`config.mk`:
```
export PLATFORM = sky130hd
export DESIGN_NAME = decode_sequencer
export DESIGN_NICKNAME = d
export VERILOG_FILES = /design/src/rtl/decode_sequencer.sv
export SDC_FILE = /design/constraint.sdc
export NUM_CORES = 1
export LEC_CHECK = 0
export ABC_AREA = 1
export CORE_MARGIN = 2
export CORE_UTILIZATION = 48
export DETAILED_ROUTE_END_ITERATION = 10
export GPL_ROUTABILITY_DRIVEN = 0
export PLACE_DENSITY = 0.81
export SYNTH_ARGS = -nofsm -noshare
export SYNTH_HDL_FRONTEND = slang
export SYNTH_SLANG_ARGS = --single-unit
```
`constraint.sdc`:
```
create_clock -name CLK -period 2.9 [get_ports CLK]
set_input_delay 0.87 -clock CLK [delete_from_list [all_inputs] [get_ports CLK]]
set_output_delay 0.87 -clock CLK [all_outputs]
set_load 0.01 [all_outputs]
```
`src/rtl/decode_sequencer.sv`:
```
// rtl/decode_sequencer.sv - instruction decode merged with FETCH/EXEC1/EXEC2/HALT phase sequencer
//
// Parameters:
//   SDEPTH     hardware stack depth in words; stack_depth is SW = clog2(SDEPTH+1) bits
//   RESET_RUN  1: leave reset into S_FETCH, 0: leave reset into S_HALT
// Optional build macro:
//   STACK_GUARD_EN  traps PSH/CLL on a full stack and POP/RTN on an empty one:
//                   suppresses the access and all register writes, sets sticky
//                   stack_fault and halts. Undefined: stack_fault is tied 0.
// Ports:
//   CLK, nRESET                  clock (rising edge), asynchronous active-low reset
//   instr, instr_valid           instruction word from RAMi, sampled in S_FETCH
//   mem_ready                    data RAM / stack access complete
//   COND_result                  JCX condition
//   run                          resume pulse, acted on only in S_HALT
//   FETCH, EXEC1, EXEC2, halted  one-hot phase / halt flags
//   R_en, R0_count               register write enables (bit n = Rn), PC increment
//   s1..s5, ALU_en               register-file selects and datapath muxing
//   RAMi_en, RAMd_en, RAMd_wren  memory controls
//   stack_en, stack_rw, stack_rst, stack_depth, stack_fault  stack controls/status
module decode_sequencer #(
    parameter int SDEPTH    = 16,
    parameter int RESET_RUN = 0,
    localparam int SW       = $clog2(SDEPTH + 1)
) (
    input  logic          CLK,
    input  logic          nRESET,
    input  logic [15:0]   instr,
    input  logic          instr_valid,
    input  logic          mem_ready,
    input  logic          COND_result,
    input  logic          run,
    output logic          FETCH,
    output logic          EXEC1,
    output logic          EXEC2,
    output logic          halted,
    output logic [7:0]    R_en,
    output logic          R0_count,
    output logic [2:0]    s1,
    output logic [2:0]    s2,
    output logic [2:0]    s3,
    output logic          s4,
    output logic          s5,
    output logic          ALU_en,
    output logic          RAMi_en,
    output logic          RAMd_en,
    output logic          RAMd_wren,
    output logic          stack_en,
    output logic          stack_rw,
    output logic          stack_rst,
    output logic [SW-1:0] stack_depth,
    output logic          stack_fault
);

    typedef enum logic [1:0] {S_HALT, S_FETCH, S_EXEC1, S_EXEC2} state_t;

    localparam logic [SW-1:0] DEPTH_MAX = SW'(SDEPTH);

    state_t        state, state_nxt;
    logic [15:0]   ir;
    logic [SW-1:0] depth;

    // ISA fields
    logic [5:0] op;
    logic [2:0] rls, rd, rs1, rs2;
    logic       lo;

    assign op  = ir[14:9];
    assign rls = ir[13:11];
    assign rd  = ir[8:6];
    assign rs1 = ir[5:3];
    assign rs2 = ir[2:0];
    assign lo  = ~ir[15];

    logic is_lda, is_sta, is_jmp, is_jma, is_jcx, is_mul, is_mla, is_mls;
    logic is_cll, is_rtn, is_psh, is_pop, is_ldr, is_str, is_nop, is_stp, is_alu;

    assign is_lda = ir[15] & ~ir[14];
    assign is_sta = ir[15] &  ir[14];
    assign is_jmp = lo & (op == 6'b000000);
    assign is_jma = lo & (op == 6'b000001);
    assign is_jcx = lo & (op[5:4] == 2'b00) & ((op[3:2] == 2'b01) | (op[3:2] == 2'b10));
    assign is_mul = lo & (op == 6'b011100);
    assign is_mla = lo & (op == 6'b011101);
    assign is_mls = lo & (op == 6'b011110);
    assign is_cll = lo & (op == 6'b100110);
    assign is_rtn = lo & (op == 6'b100111);
    assign is_psh = lo & (op == 6'b101000);
    assign is_pop = lo & (op == 6'b101001);
    assign is_ldr = lo & (op == 6'b101010);
    assign is_str = lo & (op == 6'b101011);
    assign is_nop = lo & (op == 6'b111110);
    assign is_stp = lo & (op == 6'b111111);
    assign is_alu = lo & ~(is_jmp | is_jma | is_jcx | is_mul | is_mla | is_mls | is_cll |
                           is_rtn | is_psh | is_pop | is_ldr | is_str | is_nop | is_stp);

    logic is_push, is_pop_any, is_mem, needs_exec2, jump_taken;

    assign is_push     = is_psh | is_cll;
    assign is_pop_any  = is_pop | is_rtn;
    assign is_mem      = is_lda | is_sta | is_ldr | is_str | is_push | is_pop_any;
    assign needs_exec2 = is_lda | is_mul | is_mla | is_mls | is_pop | is_ldr | is_rtn;
    assign jump_taken  = is_jmp | is_jma | (is_jcx & COND_result);

    // A trapped stack op never reaches the stack, so it completes without mem_ready.
    logic stack_err;
    logic e1_done;

    assign e1_done = (state == S_EXEC1) & (~is_mem | mem_ready | stack_err);

`ifdef STACK_GUARD_EN
    logic fault_q;

    assign stack_err = (is_push & (depth == DEPTH_MAX)) | (is_pop_any & (depth == '0));

    always_ff @(posedge CLK or negedge nRESET) begin
        if (!nRESET) begin
            fault_q <= 1'b0;
        end else if (e1_done && stack_err) begin
            fault_q <= 1'b1;
        end
    end

    assign stack_fault = fault_q;
`else
    assign stack_err   = 1'b0;
    assign stack_fault = 1'b0;
`endif

    // Selects depend only on the latched instruction.
    assign s1     = is_sta ? rls :
                    (is_jmp | is_jma | is_lda | is_nop | is_stp | is_pop | is_cll | is_rtn) ? 3'd0 : rs1;
    assign s2     = (is_alu | is_jcx | is_mul | is_mla | is_mls) ? rs2 : 3'd0;
    assign s3     = (is_sta | is_lda | is_nop | is_stp | is_psh | is_pop | is_rtn) ? 3'd0 : rd;
    assign s4     = ~(is_lda | is_ldr);
    assign ALU_en = is_lda | is_sta;

    assign stack_depth = depth;

    always_ff @(posedge CLK or negedge nRESET) begin
        if (!nRESET) begin
            state <= (RESET_RUN != 0) ? S_FETCH : S_HALT;
            ir    <= '0;
            depth <= '0;
        end else begin
            state <= state_nxt;
            if (state == S_FETCH && instr_valid) begin
                ir <= instr;
            end
            if (e1_done && !stack_err) begin
                if (is_stp) begin
                    depth <= '0;
                end else if (is_push && depth != DEPTH_MAX) begin
                    depth <= depth + SW'(1);
                end else if (is_pop_any && depth != '0) begin
                    depth <= depth - SW'(1);
                end
            end
        end
    end

    always_comb begin
        state_nxt = state;
        FETCH     = 1'b0;
        EXEC1     = 1'b0;
        EXEC2     = 1'b0;
        halted    = 1'b0;
        RAMi_en   = 1'b0;
        RAMd_en   = 1'b0;
        RAMd_wren = 1'b0;
        stack_en  = 1'b0;
        stack_rw  = 1'b0;
        stack_rst = 1'b0;
        s5        = 1'b0;
        R_en      = 8'h00;
        R0_count  = 1'b0;
        case (state)
            S_HALT: begin
                halted = 1'b1;
                if (run) begin
                    state_nxt = S_FETCH;
                end
            end
            S_FETCH: begin
                FETCH   = 1'b1;
                RAMi_en = 1'b1;
                if (instr_valid) begin
                    state_nxt = S_EXEC1;
                end
            end
            S_EXEC1: begin
                // Access strobes are held across the whole mem_ready wait;
                // register writes and PC increment fire only on the last cycle.
                EXEC1     = 1'b1;
                RAMd_en   = is_lda | is_sta | is_ldr | is_str;
                RAMd_wren = is_sta | is_str;
                stack_en  = (is_push | is_pop_any) & ~stack_err;
                stack_rw  = is_push;
                stack_rst = is_stp;
                s5        = is_ldr | is_str;
                if (e1_done) begin
                    if (!stack_err) begin
                        if (is_alu) begin
                            R_en[rd] = 1'b1;
                        end
                        if (jump_taken | is_cll) begin
                            R_en[0] = 1'b1;
                        end
                        R0_count = ~(jump_taken | is_cll | is_rtn | is_stp);
                    end
                    if (is_stp | stack_err) begin
                        state_nxt = S_HALT;
                    end else if (needs_exec2) begin
                        state_nxt = S_EXEC2;
                    end else begin
                        state_nxt = S_FETCH;
                    end
                end
            end
            S_EXEC2: begin
                EXEC2 = 1'b1;
                if (is_lda) begin
                    R_en[rls] = 1'b1;
                end
                if (is_mul | is_mla | is_mls | is_pop | is_ldr) begin
                    R_en[rd] = 1'b1;
                end
                if (is_rtn) begin
                    R_en[0] = 1'b1;
                end
                state_nxt = S_FETCH;
            end
            default: state_nxt = S_HALT;
        endcase
    end

endmodule

```
==> flow_results.org <==
#+TITLE: Physical design notes

** Synth
- Dominant comb cell :: simple AND/OR/NAND/NOR gates
- In the Yosys report the total cell count is 307.
- Async set-reset flop share out of synthesis :: 100.0%
- In this run, the synthesized area fraction spent on AND-OR/OR-AND gates is recorded as 11.14%.
- Top-count cell post-synth :: sky130_fd_sc_hd__nand2_1
- Post-synth design cell area :: 2056 um2
- The number of nets handed over by synthesis was 341.
- For reference, simple AND, OR, NAND and NOR cells occupy 39.93% of the area reported after synthesis.
- Synth Area in Adders :: 7.669%
- By area the synthesized netlist is led by sky130_fd_sc_hd__dfrtp_1, sky130_fd_sc_hd__nand2_1, sky130_fd_sc_hd__nor2_1.

** GRT
- Entering global routing, the biggest net connects 24 pins.
- Summed over all layers, the global routing overflow is 0.

** Clock network
- TritonCTS built the clock tree.
- CTS built an H-tree with a depth of 1.

** Route
- Before antenna repair, the detailed router went through 5 iterations.
- Wire length reported by the detailed router :: 7.486 mm
- After detailed routing, the number of vias per cell comes to 5.624.
- The routed layout has 2632 vias.

** Final timing
- Min cycle time layout :: 3.095 ns
- The max-slew check reports its worst relative slack as 66.74%.
- Post-route worst setup slack :: -0.1953 ns
- Per the timing report, the achievable frequency comes out to 0.3231 GHz.
- From the final report, the count of setup violators was given as 14.
- Count of final hold-check violations :: 0

** Setup path
- Looking at the reg2reg group, the worst path ends at stack_depth[4].
- Worst reg2reg path depth :: 16
- The critical path crosses 14 cells after its start point.
- Critical path cell sequence :: buf_6, ha_2, nand3_2, nor2_2, nor2_2, nand2_2, nor2_4, nand2_2, nor2_4, buf_6, buf_6, nand2_2, nand2_1, buf_2
- The critical path maximum fanout is 3.
- The timing report attributes the biggest portion of critical-path delay to simple AND/OR/NAND/NOR gates.

** Job
- The number of maximum-capacitance violations recorded for the run is 0.

** Die
- Die outline height :: 69.44 um
- Top-level I/O count :: 59
- The floorplan has 23 rows.
- Before placement the cells fill 50.66% of the core.

** Status
- Violations in the final reports :: negative setup slack
- Outcome :: finished with violations

** Place
- Quantity of I/O buffers inserted on ports :: 57

** Finish
- Per the run report, area growth between synthesis and finish was 62.26%.
- Leading cell types in the layout, fill and taps excluded :: sky130_fd_sc_hd__nand2_1, sky130_fd_sc_hd__buf_4, sky130_fd_sc_hd__inv_1, sky130_fd_sc_hd__clkdlybuf4s50_1, sky130_fd_sc_hd__nor2_1
- Most numerous logic cell after layout :: sky130_fd_sc_hd__nand2_1
- After filler insertion, the fill cell instance count of the layout stands at 232.

** Power and ir drop
- VDD IR-drop max :: 0.6422 mV

** Min path
- STA reports the tightest min-delay check as being of type reg -> reg.
==> state kept, by name (all words and copies together), names as in the netlist <==
| signal | count |
|---|---|
| ir | 16 |
| stack_depth | 5 |
| state | 2 |
==> logic make-up after synthesis <==
logic type      count (synthesis)
buf+inv                        53
xor+xnor                        1
compound gates                 44
fa+ha+maj                      12
flops                          23
simple gates                  170
other cells                     1
mux                             3
==> metrics by stage <==
step                utilization, %  total power [mW]  hold WS [ns]  TNS (ns)  worst slack (ns)
detailed placement           70.95             2.535        0.4960    -3.312           -0.3325
CTS                          77.18             2.924        0.5171   -0.8420           -0.1278
global placement             70.95             2.475        0.4883    -2.933           -0.2971
global route                 82.21             3.451        0.5414    -3.124           -0.3012
floorplan                        -             1.770        0.4798         0            0.3715
finish                       82.21             3.219        0.5155    -1.708           -0.1953
==> cell type report <==
type | instances | area [um2] | share of cell area (%)
clock buffer | 3 | 41.29 | 1.238
tap | 50 | 62.56 | 1.875
timing repair buffer | 117 | 1003 | 30.08
sequential | 23 | 579.3 | 17.37
multi-input combinational | 231 | 1474 | 44.19
clock inverter | 1 | 5.005 | 0.1500
inverter | 43 | 170.2 | 5.101
==> power by group <==
part	switching, mW	internal [mW]	leakage [nW]
registers	0.199	0.473	0.266
clock network	0.114	0.0963	0.0255
logic	1.30	1.04	1.47
==> layer usage <==
metal / wire (um) / GRT usage (%)
met2: 3736 / 50.00
met1: 2901 / 34.12
met4: 283 / 14.81
met3: 565 / 5.523
met5: 0 / 0
==> worst reg2reg max path: cells and delay by family, from the launching register on <==
kind / cells / cell delay, ns
buf+inv: 5 / 0.49
compound gates: 3 / 0.43
fa+ha+maj: 2 / 0.60
simple gates: 6 / 0.41
flops: 1 / 0.47
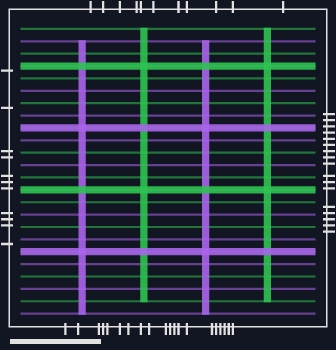
*Supply network*
Scale bar: 20 um. Pins as bars on the die edge.
| net | color |
|---|---|
| VSS | purple |
| VDD | green |
rows: 23
met4 straps: 4
met5 straps: 4

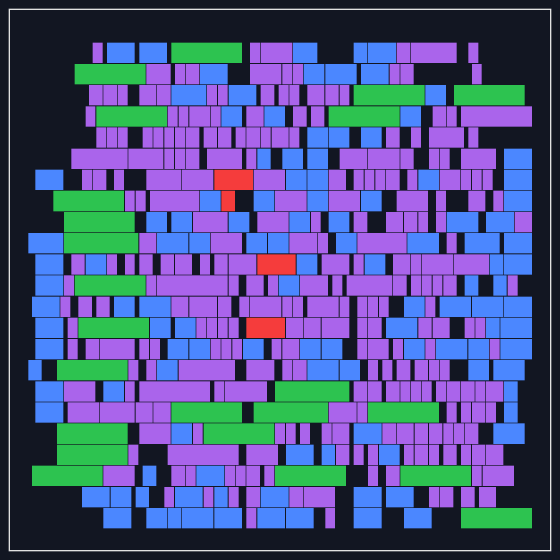
*Placed cells, one color a class*
| class | color | cells |
|---|---|---|
| remaining buffers and delay cells | blue | 117 |
| combinational and other logic | purple | 274 |
| clock drivers and dummy loads | red | 4 |
| sequential cells | green | 23 |
core utilization of the finished layout: 82.21%
CORE AREA: 4058 um2

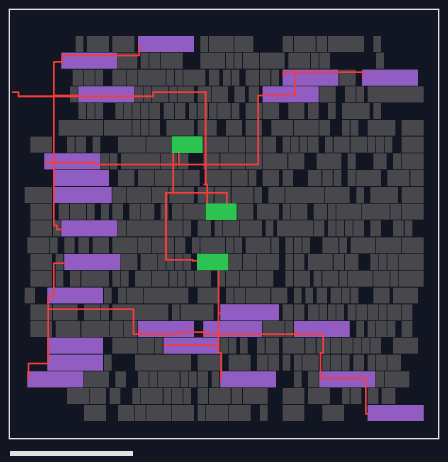
*Routed clock nets over the placement*
Scale bar: 20 um.
[flip-flops] purple | count: 23
[clock wires] red | length: 341 um
[clock drivers] green | count: 3
routed clock nets: 4
Clk network pwr share: 6.5%
clock group power: 0.210 mW
Worst Clk Skew: 0.002266 ns
Clock Latency Late Sink: 0.27 ns

Power figures rest on the tool's default switching activity, not on a simulated workload.
